$ cat src/rtl/accum_stack.sv
// Accumulator with ALU ops, carry/overflow flags, optional unsigned saturation
// and a small LIFO for saving/restoring the accumulator.
module accum_stack #(
  parameter int WIDTH = 8,
  parameter int DEPTH = 4,
  parameter int SAT   = 0,
  localparam int LW   = $clog2(DEPTH + 1),
  localparam int IW   = (DEPTH > 1) ? $clog2(DEPTH) : 1
) (
  input  logic             clk,
  input  logic             rst,
  input  logic             en,
  input  logic [3:0]       op,
  input  logic [WIDTH-1:0] writedata,
  output logic [WIDTH-1:0] data,
  output logic             zero,
  output logic             neg,
  output logic             carry,
  output logic             ovf,
  output logic [LW-1:0]    level,
  output logic             full,
  output logic             empty,
  output logic             err
);

  localparam logic [3:0] OP_LOAD   = 4'h1;
  localparam logic [3:0] OP_ADD    = 4'h2;
  localparam logic [3:0] OP_SUB    = 4'h3;
  localparam logic [3:0] OP_ADC    = 4'h4;
  localparam logic [3:0] OP_AND    = 4'h5;
  localparam logic [3:0] OP_OR     = 4'h6;
  localparam logic [3:0] OP_XOR    = 4'h7;
  localparam logic [3:0] OP_SHL    = 4'h8;
  localparam logic [3:0] OP_SHR    = 4'h9;
  localparam logic [3:0] OP_PUSH   = 4'hA;
  localparam logic [3:0] OP_POP    = 4'hB;
  localparam logic [3:0] OP_SWAP   = 4'hC;
  localparam logic [3:0] OP_CLR    = 4'hD;
  localparam logic [3:0] OP_CLRERR = 4'hE;

  logic [WIDTH-1:0] a_q, a_d;
  logic             carry_q, carry_d;
  logic             ovf_q, ovf_d;
  logic [LW-1:0]    level_q, level_d;
  logic             err_q, err_d;
  logic [WIDTH-1:0] stack_q [DEPTH];

  logic             st_we;
  logic [IW-1:0]    st_idx;
  logic [WIDTH-1:0] st_val;

  logic             cin;
  logic [WIDTH:0]   sum;
  logic [WIDTH:0]   diff;
  logic [LW-1:0]    level_m1;
  logic [IW-1:0]    push_idx;
  logic [IW-1:0]    top_idx;
  logic             is_full;
  logic             is_empty;

  assign cin      = (op == OP_ADC) & carry_q;
  assign sum      = {1'b0, a_q} + {1'b0, writedata} + {{WIDTH{1'b0}}, cin};
  assign diff     = {1'b0, a_q} - {1'b0, writedata};
  assign level_m1 = level_q - LW'(1);
  assign push_idx = level_q[IW-1:0];
  assign top_idx  = level_m1[IW-1:0];
  assign is_full  = (level_q == LW'(DEPTH));
  assign is_empty = (level_q == '0);

  always_comb begin
    a_d     = a_q;
    carry_d = carry_q;
    ovf_d   = ovf_q;
    level_d = level_q;
    err_d   = err_q;
    st_we   = 1'b0;
    st_idx  = push_idx;
    st_val  = a_q;
    if (en) begin
      case (op)
        OP_LOAD: a_d = writedata;
        OP_ADD, OP_ADC: begin
          // Flags always describe the unclamped result, even when saturating.
          a_d     = ((SAT != 0) && sum[WIDTH]) ? '1 : sum[WIDTH-1:0];
          carry_d = sum[WIDTH];
          ovf_d   = (a_q[WIDTH-1] == writedata[WIDTH-1]) &&
                    (sum[WIDTH-1] != a_q[WIDTH-1]);
        end
        OP_SUB: begin
          a_d     = ((SAT != 0) && diff[WIDTH]) ? '0 : diff[WIDTH-1:0];
          carry_d = diff[WIDTH];
          ovf_d   = (a_q[WIDTH-1] != writedata[WIDTH-1]) &&
                    (diff[WIDTH-1] != a_q[WIDTH-1]);
        end
        OP_AND: a_d = a_q & writedata;
        OP_OR:  a_d = a_q | writedata;
        OP_XOR: a_d = a_q ^ writedata;
        OP_SHL: begin
          a_d     = {a_q[WIDTH-2:0], 1'b0};
          carry_d = a_q[WIDTH-1];
          ovf_d   = a_q[WIDTH-1] ^ a_q[WIDTH-2];
        end
        OP_SHR: begin
          a_d     = {1'b0, a_q[WIDTH-1:1]};
          carry_d = a_q[0];
          ovf_d   = 1'b0;
        end
        OP_PUSH: begin
          if (is_full) begin
            err_d = 1'b1;
          end else begin
            st_we   = 1'b1;
            level_d = level_q + LW'(1);
          end
        end
        OP_POP: begin
          if (is_empty) begin
            err_d = 1'b1;
          end else begin
            a_d     = stack_q[top_idx];
            level_d = level_m1;
          end
        end
        OP_SWAP: begin
          if (is_empty) begin
            err_d = 1'b1;
          end else begin
            a_d    = stack_q[top_idx];
            st_we  = 1'b1;
            st_idx = top_idx;
          end
        end
        OP_CLR: begin
          a_d     = '0;
          carry_d = 1'b0;
          ovf_d   = 1'b0;
        end
        OP_CLRERR: err_d = 1'b0;
        default: ;
      endcase
    end
  end

  always_ff @(posedge clk) begin
    if (rst) begin
      a_q     <= '0;
      carry_q <= 1'b0;
      ovf_q   <= 1'b0;
      level_q <= '0;
      err_q   <= 1'b0;
    end else begin
      a_q     <= a_d;
      carry_q <= carry_d;
      ovf_q   <= ovf_d;
      level_q <= level_d;
      err_q   <= err_d;
    end
  end

  // Stack storage is not reset; occupancy alone defines which entries are valid.
  always_ff @(posedge clk) begin
    if (!rst && st_we) stack_q[st_idx] <= st_val;
  end

  assign data  = a_q;
  assign zero  = (a_q == '0);
  assign neg   = a_q[WIDTH-1];
  assign carry = carry_q;
  assign ovf   = ovf_q;
  assign level = level_q;
  assign full  = is_full;
  assign empty = is_empty;
  assign err   = err_q;

endmodule

$ cat config.mk
export PLATFORM = sky130hd
export DESIGN_NAME = accum_stack
export DESIGN_NICKNAME = d
export VERILOG_FILES = /design/src/rtl/accum_stack.sv
export SDC_FILE = /design/constraint.sdc
export NUM_CORES = 1
export LEC_CHECK = 0
export ABC_AREA = 1
export CORE_ASPECT_RATIO = 1.4
export CORE_MARGIN = 3
export CORE_UTILIZATION = 25
export DETAILED_ROUTE_END_ITERATION = 10
export PLACE_DENSITY = 0.53
export SYNTH_ARGS = -nofsm -noshare
export SYNTH_HDL_FRONTEND = slang
export SYNTH_SLANG_ARGS = --single-unit
$ cat constraint.sdc
create_clock -name clk -period 6.3 [get_ports clk]
set_clock_uncertainty 0.2 [all_clocks]
set_input_delay 1.26 -clock clk [delete_from_list [all_inputs] [get_ports clk]]
set_output_delay 1.26 -clock clk [all_outputs]
set_load 0.005 [all_outputs]
==> impl_metrics.env, run 1 <==
# source this file to load flow results
export IMPL_clkTransAtPathRegs_ps=70
export IMPL_cp_data_arrival_time_ps=2610
export IMPL_ys_flops=46
export IMPL_antenna_found_initial=0
export IMPL_clock_sink_count=46
export IMPL_yosys_cells=504
export IMPL_ios=33
export IMPL_edf_count=32
export IMPL_clk_path_buf_depth=2
export IMPL_fillers=1570
export IMPL_root_buffer="clkbuf_16"
export IMPL_cts_resized=0
export IMPL_syn_inst=504
export IMPL_setup_worst_path_class="reg -> out"
export IMPL_warnings=44
export IMPL_drt_initial_drc_count=247
export IMPL_drc_errors=0
export IMPL_status="complete, no violations"
export IMPL_yosys_warnings=0
export IMPL_grt_max_degree=23
export IMPL_vdd_drop_max_mv=0.0903
export IMPL_top_area_frac=0.266
export IMPL_core_area_sq_mm=0.0140
export IMPL_period_needed_ps=4070
export IMPL_start_kind="flop"
export IMPL_slew_viol_final=0
export IMPL_wl_per_cell_um=15.9
export IMPL_syn_to_final_growth_pct=17.0
export IMPL_antenna_left=0
export IMPL_diodes=0
export IMPL_hold_ws_ps=284
export IMPL_nNetsFinal=575
export IMPL_grt_pass1_vias=3418
export IMPL_postCtsSetupRepairBufs=0
export IMPL_avgSynthCellArea_sq_um=7.17
export IMPL_fp_util=0.258
export IMPL_yosys_area_sq_mm=0.00362
export IMPL_vias=3465
export IMPL_fmax_mhz=246
export IMPL_h_tree_depth=2
export IMPL_grt_pass1_wl_um=17900
export IMPL_rsz0062_at_grt="false"
export IMPL_layout_drive_gt1_share=0.0472
export IMPL_async_reset_ff_frac=0
export IMPL_top_cells_by_area="edfxtp_1, nand2_1, ha_1"
export IMPL_synth_area_sq_mm=0.00362
export IMPL_worst_pin_slew_ps=777
export IMPL_ys_top_cells_by_count="nand2_1, inv_1, nor2_1, a21oi_1, nand3_1"
export IMPL_clock_latency_ps=290
export IMPL_yosysSeqAreaShare=0.343
export IMPL_place_congestion=0.895
export IMPL_grtUsageTotal=0.144
export IMPL_setup_tns_ps=0
export IMPL_cp_max_fo=22
export IMPL_rows=51
export IMPL_powerDensity_mw_per_mm2=191
export IMPL_largest_area_cell="edfxtp_1"
export IMPL_overflow=0
export IMPL_die_y_um=148
export IMPL_crit_required_ps=4840
export IMPL_drt_wl_total_um=11400
export IMPL_fin_crit_sh=0.646
export IMPL_hold_buffers=0
export IMPL_power_leakage_nw=1.82
export IMPL_flop_cell="edfxtp_1"
export IMPL_max_slew_margin_rel=0.480
export IMPL_yosys_cell_types_count=42
export IMPL_fp_nets=550
export IMPL_cp_end_kind="output pin"
export IMPL_chipArea_sq_mm=0.0160
export IMPL_die_w_um=108
export IMPL_dr_pass1_iters=5
export IMPL_setup_viol=0
export IMPL_numCtsBuffers=5
export IMPL_viasPerCell=4.85
export IMPL_final_hold_viol_count=0
export IMPL_drv_cap=0
export IMPL_synth_top_cell_by_count="nand2_1"
export IMPL_numPortBuffers=32
export IMPL_cts_tree="done"
export IMPL_dp_hpwl_um=8800
export IMPL_hold_path_class="reg -> reg"
## run 1: power by group
group          internal (W)  switching, W  leakage, nW
Combinational     0.0000721      0.000118         1.34
Sequential         0.000331     0.0000183        0.408
Clock              0.000157      0.000110       0.0729
Total              0.000561      0.000246         1.82
## run 1: worst max-delay path, cell delays in order, from the launching register on
cell and delay (ps):
dfxtp_1 810, inv_1 490, ha_1 380, nand2_1 110, inv_1 90, clkdlybuf4s50_1 450
## run 1: metal layers
metal | vias to the layer above | global-route usage | part of all wire | routed length (um)
li1 | 1697 | - | - | -
met1 | 1626 | 0.163 | 0.39 | 4390
met2 | 116 | 0.269 | 0.53 | 6070
met3 | 26 | 0.0113 | 0.039 | 445
met4 | 0 | 0.0695 | 0.040 | 458
met5 | - | 0 | 0 | 0
## run 1: logic make-up after synthesis
kind of cell | Yosys count | share of synthesized area
compound gates | 87 | 0.133
xor+xnor | 2 | 0.00485
fa+ha+maj | 31 | 0.113
buf+inv | 90 | 0.103
flops | 46 | 0.343
simple gates | 248 | 0.302
## run 1: metrics by stage
stage / total power (W) / cells / util / area [sq um] / worst slack [ps]
finish: 0.000807 / 715 / 0.301 / 4230 / 2230
global route: 0.000851 / 715 / 0.301 / 4230 / 1990
CTS: 0.000815 / 715 / 0.301 / 4230 / 2160
detailed placement: 0.000545 / 707 / 0.291 / 4080 / 2190
global placement: 0.000545 / 707 / 0.291 / 4080 / 2250
floorplan: 0.000473 / 504 / - / 3620 / 3040
## run 1: placed cells by master (no fill, tap or decap), drive strengths merged, types with 4 or more instances in the layout
cell,count
o21ai,36
a21oi,37
nand3,35
nand4,15
inv,76
nand2,122
or2,4
o22ai,5
clkbuf,6
ha,28
clkdlybuf4s50,32
nor3,4
edfxtp,32
dfxtp,14
nor2,61
## run 1: layout make-up
cell class                 count  area (sq um)  area share
multi-input combinational    368          2000       0.473
sequential                    46          1240       0.293
timing repair buffer          32           320      0.0757
inverter                      76           285      0.0674
tap                          185           231      0.0547
clock buffer                   6           139      0.0328
clock inverter                 2          12.5     0.00296
## run 1: registers in the layout, indices dropped and copies added (netlist names)
signal and flops:
stack_q 32, data 8, level 3, carry 1, err 1, ovf 1
## run 1: final timing paths
check,from,cells past startpoint,slack [ps],to
min,err,2,280,err
max reg2reg,level[0],9,2540,stack_q[0][6]
max,level[0],5,2230,empty
min reg2reg,err,2,280,err
### Power grid, run 1

Bar = 20 um. Pins as bars on the die edge. Tap cells in grey.
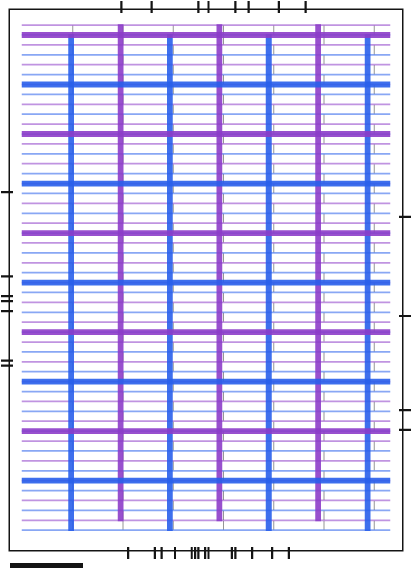
purple -> VDD
blue -> VSS
tap cells = 185
signal pins = 33
met1 rails = 52
rows = 51

### Cell classes on the final placement, run 1

Bar = 20 um.
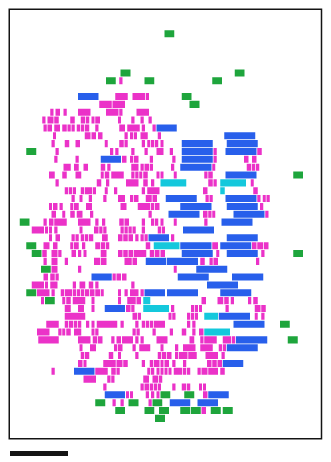
blue -> flip-flops  # cells 46
cyan -> clock drivers and dummy loads  # cells 8
green -> other buffers and delay cells  # cells 32
magenta -> all other logic  # cells 444

### Clock distribution, run 1

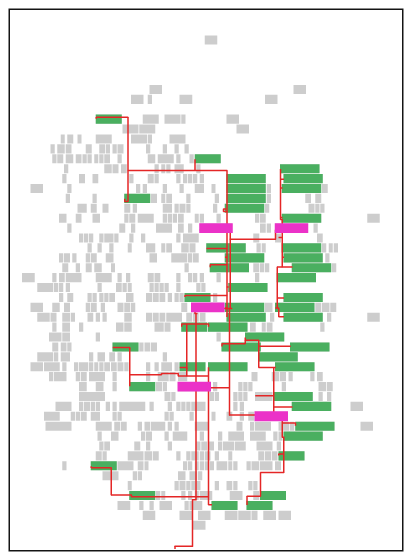
red -> clock wires  # length 598 um
magenta -> cells driving clock nets  # count 5
green -> flip-flops  # count 46
routed clock nets = 6

==> run 2: changes to the inputs <==
==> constraint.sdc (replaced) <==
create_clock -name clk -period 4.3 [get_ports clk]
set_clock_uncertainty 0.2 [all_clocks]
set_input_delay 0.86 -clock clk [delete_from_list [all_inputs] [get_ports clk]]
set_output_delay 0.86 -clock clk [all_outputs]
set_load 0.005 [all_outputs]
### Power grid, run 2

Bar = 20 um. Pins as bars on the die edge. Tap cells in grey.
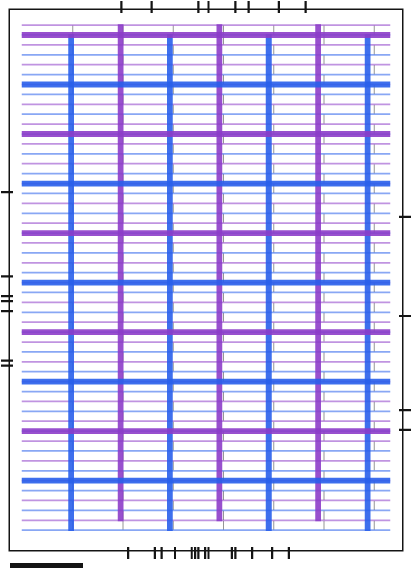
blue -> VSS
purple -> VDD
met4 straps = 7
tap cells = 185
signal pins = 33
rows = 51

### Clock distribution, run 2

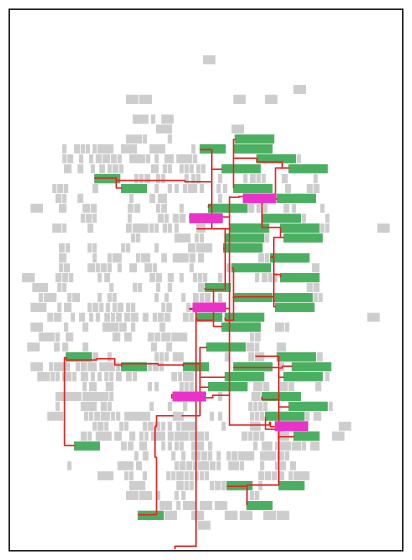
magenta -> cells driving clock nets  # count 5
red -> clock wires  # length 662 um
green -> flip-flops  # count 46
routed clock nets = 6
power in the clock group: 0.000396 W
Clk pwr share: 0.334

==> impl_metrics.env, run 2 <==
# source this file to load flow results
export IMPL_max_stage_delay_ps=720
export IMPL_syn_inst=504
export IMPL_slew_viol_final=0
export IMPL_fmax_mhz=295
export IMPL_final_comb_area_sq_mm=0.00200
export IMPL_hold_path_class="reg -> reg"
export IMPL_viasPerCell=4.80
export IMPL_die_w_um=108
export IMPL_top_cells_by_area="edfxtp_1, nand2_1, ha_1"
export IMPL_grt_pass1_vias=3366
export IMPL_overflow=0
export IMPL_fillers=1545
export IMPL_drc_errors=0
export IMPL_root_buffer="clkbuf_16"
export IMPL_fin_crit_sh=0.788
export IMPL_cp_data_arrival_time_ps=3350
export IMPL_avgSynthCellArea_sq_um=7.17
export IMPL_flop_cell="edfxtp_1"
export IMPL_use_met2=0.261
export IMPL_dp_hpwl_um=8770
export IMPL_fp_nets=550
export IMPL_fp_util=0.258
export IMPL_diodes=0
export IMPL_yosys_area_sq_mm=0.00362
export IMPL_ys_top_cells_by_count="nand2_1, inv_1, nor2_1, a21oi_1, nand3_1"
export IMPL_regMostFlops="stack_q"
export IMPL_rsz0062_at_grt="false"
export IMPL_core_area_sq_mm=0.0140
export IMPL_drt_wl_total_um=11500
export IMPL_async_reset_ff_frac=0
export IMPL_clock_sink_count=46
export IMPL_grt_max_degree=22
export IMPL_top_usage_layer="met2"
export IMPL_chipArea_sq_mm=0.0160
export IMPL_grt_pass1_wl_um=18100
export IMPL_vdd_drop_max_mv=0.131
export IMPL_largest_register_ffs=32
export IMPL_status="complete, no violations"
export IMPL_top_area_frac=0.266
export IMPL_clock_latency_ps=290
export IMPL_numPortBuffers=32
export IMPL_synth_top_cell_by_count="nand2_1"
export IMPL_place_congestion=0.952
export IMPL_crit_top_cell="nand2_1"
export IMPL_mostFrequentLayoutCell="nand2_1"
export IMPL_cts_resized=0
export IMPL_crit_slowest_cell="clkdlybuf4s50_1"
export IMPL_worst_pin_slew_ps=606
export IMPL_rows=51
export IMPL_die_y_um=148
export IMPL_syn_to_final_growth_pct=18.2
export IMPL_setup_viol=0
export IMPL_yosys_cells=504
export IMPL_power_total_w=0.00119
export IMPL_dr_pass1_iters=5
export IMPL_final_hold_viol_count=0
export IMPL_drt_initial_drc_count=222
export IMPL_grtUsageTotal=0.145
export IMPL_cp_max_fo=10
export IMPL_period_needed_ps=3390
-- run 2: cell type report --
cell class	instances	share of cell area
clock buffers	5	0.0293
multi-input cells	368	0.468
well taps	185	0.0542
inverters	76	0.0668
repair buffers	38	0.0855
flip-flops and latches	46	0.290
clock inverters	3	0.00556
-- run 2: worst register-to-register path, stage by stage, from the launching register on --
cell,delay (ps)
dfxtp_1,570
inv_1,170
ha_1,520
inv_1,190
nand2_1,90
nand2_1,50
a21oi_1,470
nand3_1,150
nand2_1,150
nand2_1,70
nand2_1,50
nand2_1,40
nand2_1,50
a21oi_1,50
-- run 2: path summary, 6_finish.rpt --
| kind | to | slack (ps) | startpoint | depth (start not counted) |
|---|---|---|---|---|
| min | err | 300 | err | 2 |
| min reg2reg | err | 300 | err | 2 |
| max | data[2] | 910 | op[3] | 14 |
| max reg2reg | data[7] | 1370 | data[6] | 13 |
-- run 2: stage by stage --
step | cell area [sq um] | hold slack, ps | util | instances | worst slack (ps)
finish | 4270 | 303 | 0.304 | 721 | 910
global route | 4270 | 311 | 0.304 | 721 | 669
CTS | 4270 | 292 | 0.304 | 721 | 935
detailed placement | 4120 | 276 | 0.294 | 713 | 625
global placement | 4120 | 271 | 0.294 | 713 | 658
floorplan | 3620 | 260 | - | 504 | 1440
-- run 2: cell families (layout without fill, tap and decap cells) --
logic type               Yosys count  after routing  share of synthesized area
flip-flops                        46             46                      0.343
XOR/XNOR                           2              2                    0.00485
adder cells (fa/ha/maj)           31             31                      0.113
AND-OR/OR-AND                     87             87                      0.133
buffers and inverters             90            122                      0.103
AND/OR/NAND/NOR                  248            248                      0.302
-- run 2: report_power, final --
group | leakage, nW | switching (W) | total [W] | internal, W
Clock | 0.0664 | 0.000178 | 0.000396 | 0.000218
Sequential | 0.408 | 0.0000251 | 0.000510 | 0.000485
Combinational | 1.37 | 0.000175 | 0.000281 | 0.000106
Total | 1.85 | 0.000378 | 0.00119 | 0.000809
-- run 2: routing by layer --
layer / part of all wire / routed length [um]
met1: 0.39 / 4500
met2: 0.51 / 5930
met3: 0.041 / 476
met4: 0.053 / 614
met5: 0 / 0
==> run 3: changes to the inputs <==
==> constraint.sdc (replaced) <==
create_clock -name clk -period 3.3 [get_ports clk]
set_clock_uncertainty 0.2 [all_clocks]
set_input_delay 0.66 -clock clk [delete_from_list [all_inputs] [get_ports clk]]
set_output_delay 0.66 -clock clk [all_outputs]
set_load 0.005 [all_outputs]
### Clock distribution, run 3

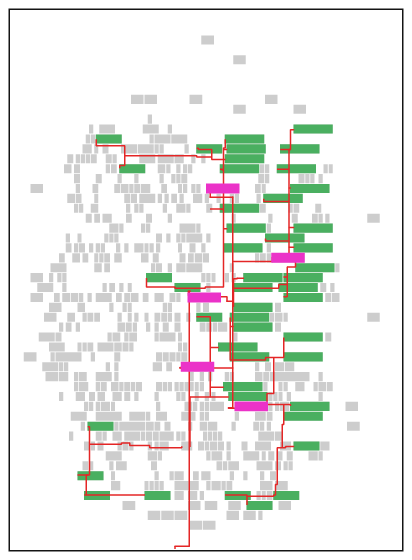
green -> flip-flops  # count 46
red -> clock wires  # length 631 um
magenta -> cells driving clock nets  # count 5
routed clock nets = 6
clk_lat worst skew: 290 ps
power in the clock group: 0.000582 W

### Metal layers overlaid, run 3

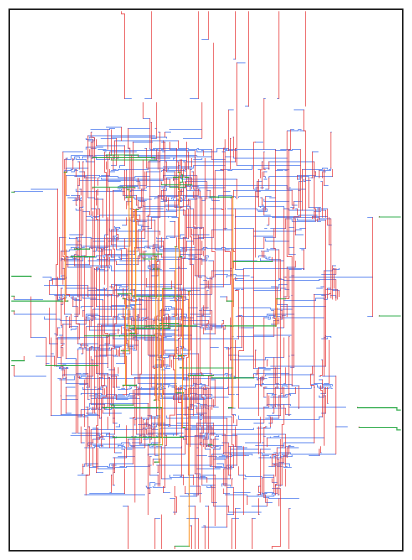
green -> met3  # wire length 378 um
red -> met2  # wire length 5950 um
orange -> met4  # wire length 535 um
blue -> met1  # wire length 4450 um
routed len/inst: 15.3 um
vias post-DR: 3518
WL final: 11300 um
GRT Overall Usage: 0.146

==> impl_metrics.env, run 3 <==
# source this file to load flow results
export IMPL_status="complete, no violations"
export IMPL_place_ws_ps=138
export IMPL_use_met2=0.271
export IMPL_chipArea_sq_mm=0.0160
export IMPL_fin_crit_sh=0.877
export IMPL_grt_pass1_vias=3521
export IMPL_vdd_drop_max_mv=0.174
export IMPL_fp_util=0.258
export IMPL_fillers=1537
export IMPL_antenna_found_initial=0
export IMPL_syn_to_final_growth_pct=22.5
export IMPL_worst_pin_slew_ps=707
export IMPL_drc_errors=0
export IMPL_place_congestion=0.909
export IMPL_seqPwrFrac=0.401
export IMPL_numPortBuffers=32
export IMPL_top_cells_by_area="edfxtp_1, nand2_1, ha_1"
export IMPL_overflow=0
export IMPL_p_sw_w=0.000486
export IMPL_regMostFlops="stack_q"
export IMPL_top_area_frac=0.266
export IMPL_top_usage_layer="met2"
export IMPL_p_sw_frac=0.297
export IMPL_finalWorstSetupSlack_ps=407
export IMPL_final_hold_viol_count=0
export IMPL_largest_register_ffs=32
export IMPL_cp_end_kind="output pin"
export IMPL_max_slew_margin_rel=0.527
export IMPL_diodes=0
export IMPL_avgSynthCellArea_sq_um=7.17
export IMPL_p_comb_frac=0.243
export IMPL_die_w_um=108
export IMPL_grt_pass1_wl_um=18100
export IMPL_flop_cell="edfxtp_1"
export IMPL_drt_initial_drc_count=192
export IMPL_max_stage_delay_ps=580
export IMPL_clock_sink_count=46
export IMPL_dr_pass1_iters=5
export IMPL_hold_path_class="reg -> reg"
export IMPL_period_needed_ps=2890
export IMPL_ys_top_cells_by_count="nand2_1, inv_1, nor2_1, a21oi_1, nand3_1"
export IMPL_crit_slowest_cell="clkdlybuf4s50_1"
export IMPL_cp_data_arrival_time_ps=2030
export IMPL_setup_viol=0
export IMPL_rsz0062_at_grt="false"
export IMPL_root_buffer="clkbuf_16"
export IMPL_cp_max_fo=10
export IMPL_syn_inst=504
export IMPL_synth_top_cell_by_count="nand2_1"
export IMPL_power_internal_w=0.00115
export IMPL_viasPerCell=4.76
export IMPL_ys_flops=46
export IMPL_dp_hpwl_um=8920
export IMPL_async_reset_ff_frac=0
export IMPL_yosys_cells=504
export IMPL_mostFrequentLayoutCell="nand2_1"
export IMPL_grt_max_degree=22
export IMPL_core_area_sq_mm=0.0140
export IMPL_clkPwrFrac=0.356
export IMPL_fmax_mhz=346
export IMPL_slew_viol_final=0
run 3: netlist changes by cell type in the layout (fill, tap and decap cells not counted):
cell | before | now
buf_4 | 6 | 24
clkinvlp_4 | 2 | 0
bufinv_16 | 0 | 1
clkinv_2 | 0 | 1
run 3: kinds of logic after synthesis:
logic type      synth area share
xor+xnor                 0.00485
buf+inv                    0.103
fa+ha+maj                  0.113
flops                      0.343
simple gates               0.302
compound gates             0.133
run 3: layout make-up:
cell class / instances / area, sq um / share of cell area
Timing Repair Buffer: 56 / 500 / 0.113
Clock buffer: 5 / 125 / 0.0283
Sequential cell: 46 / 1240 / 0.280
Multi-Input combinational cell: 368 / 2000 / 0.452
Tap cell: 185 / 231 / 0.0523
Clock inverter: 3 / 43.8 / 0.00989
Inverter: 76 / 285 / 0.0644
run 3: tightest hold or removal path, cell delays in order (launching register included):
cell	delay, ps
dfxtp_1	330
a21oi_1	40
nor2_1	70
run 3: worst paths after layout:
| kind | slack [ps] | from | endpoint | cells past startpoint |
|---|---|---|---|---|
| setup / recovery | 410 | data[6] | zero | 5 |
| hold / removal | 280 | err | err | 2 |
| setup reg to reg | 780 | data[6] | data[7] | 14 |
| hold reg to reg | 280 | err | err | 2 |
run 3: power by group through the flow:
stage | Sequential [W] | Clock [W] | Combinational [W]
2_1_floorplan | 0.000665 | 0 | 0.000238
5_1_grt | 0.000658 | 0.000616 | 0.000447
6_report | 0.000655 | 0.000582 | 0.000398
4_1_cts | 0.000656 | 0.000595 | 0.000399
3_5_place_dp | 0.000669 | 0 | 0.000398
3_3_place_gp | 0.000668 | 0 | 0.000396
run 3: per-stage QoR:
step	hold WS [ps]	util	total power [W]	cell area, sq um	cells
2_1_floorplan	260	-	0.000904	3620	504
3_3_place_gp	266	0.303	0.00106	4260	731
3_5_place_dp	269	0.303	0.00107	4260	731
4_1_cts	286	0.315	0.00165	4430	739
5_1_grt	295	0.315	0.00172	4430	739
6_report	280	0.315	0.00164	4430	739
run 3: metal layers:
layer | up-vias | share of wire
li1 | 1753 | -
met1 | 1635 | 0.39
met2 | 98 | 0.53
met3 | 32 | 0.033
met4 | 0 | 0.047
met5 | - | 0
Power figures rest on the tool's default switching activity, not on a simulated workload.
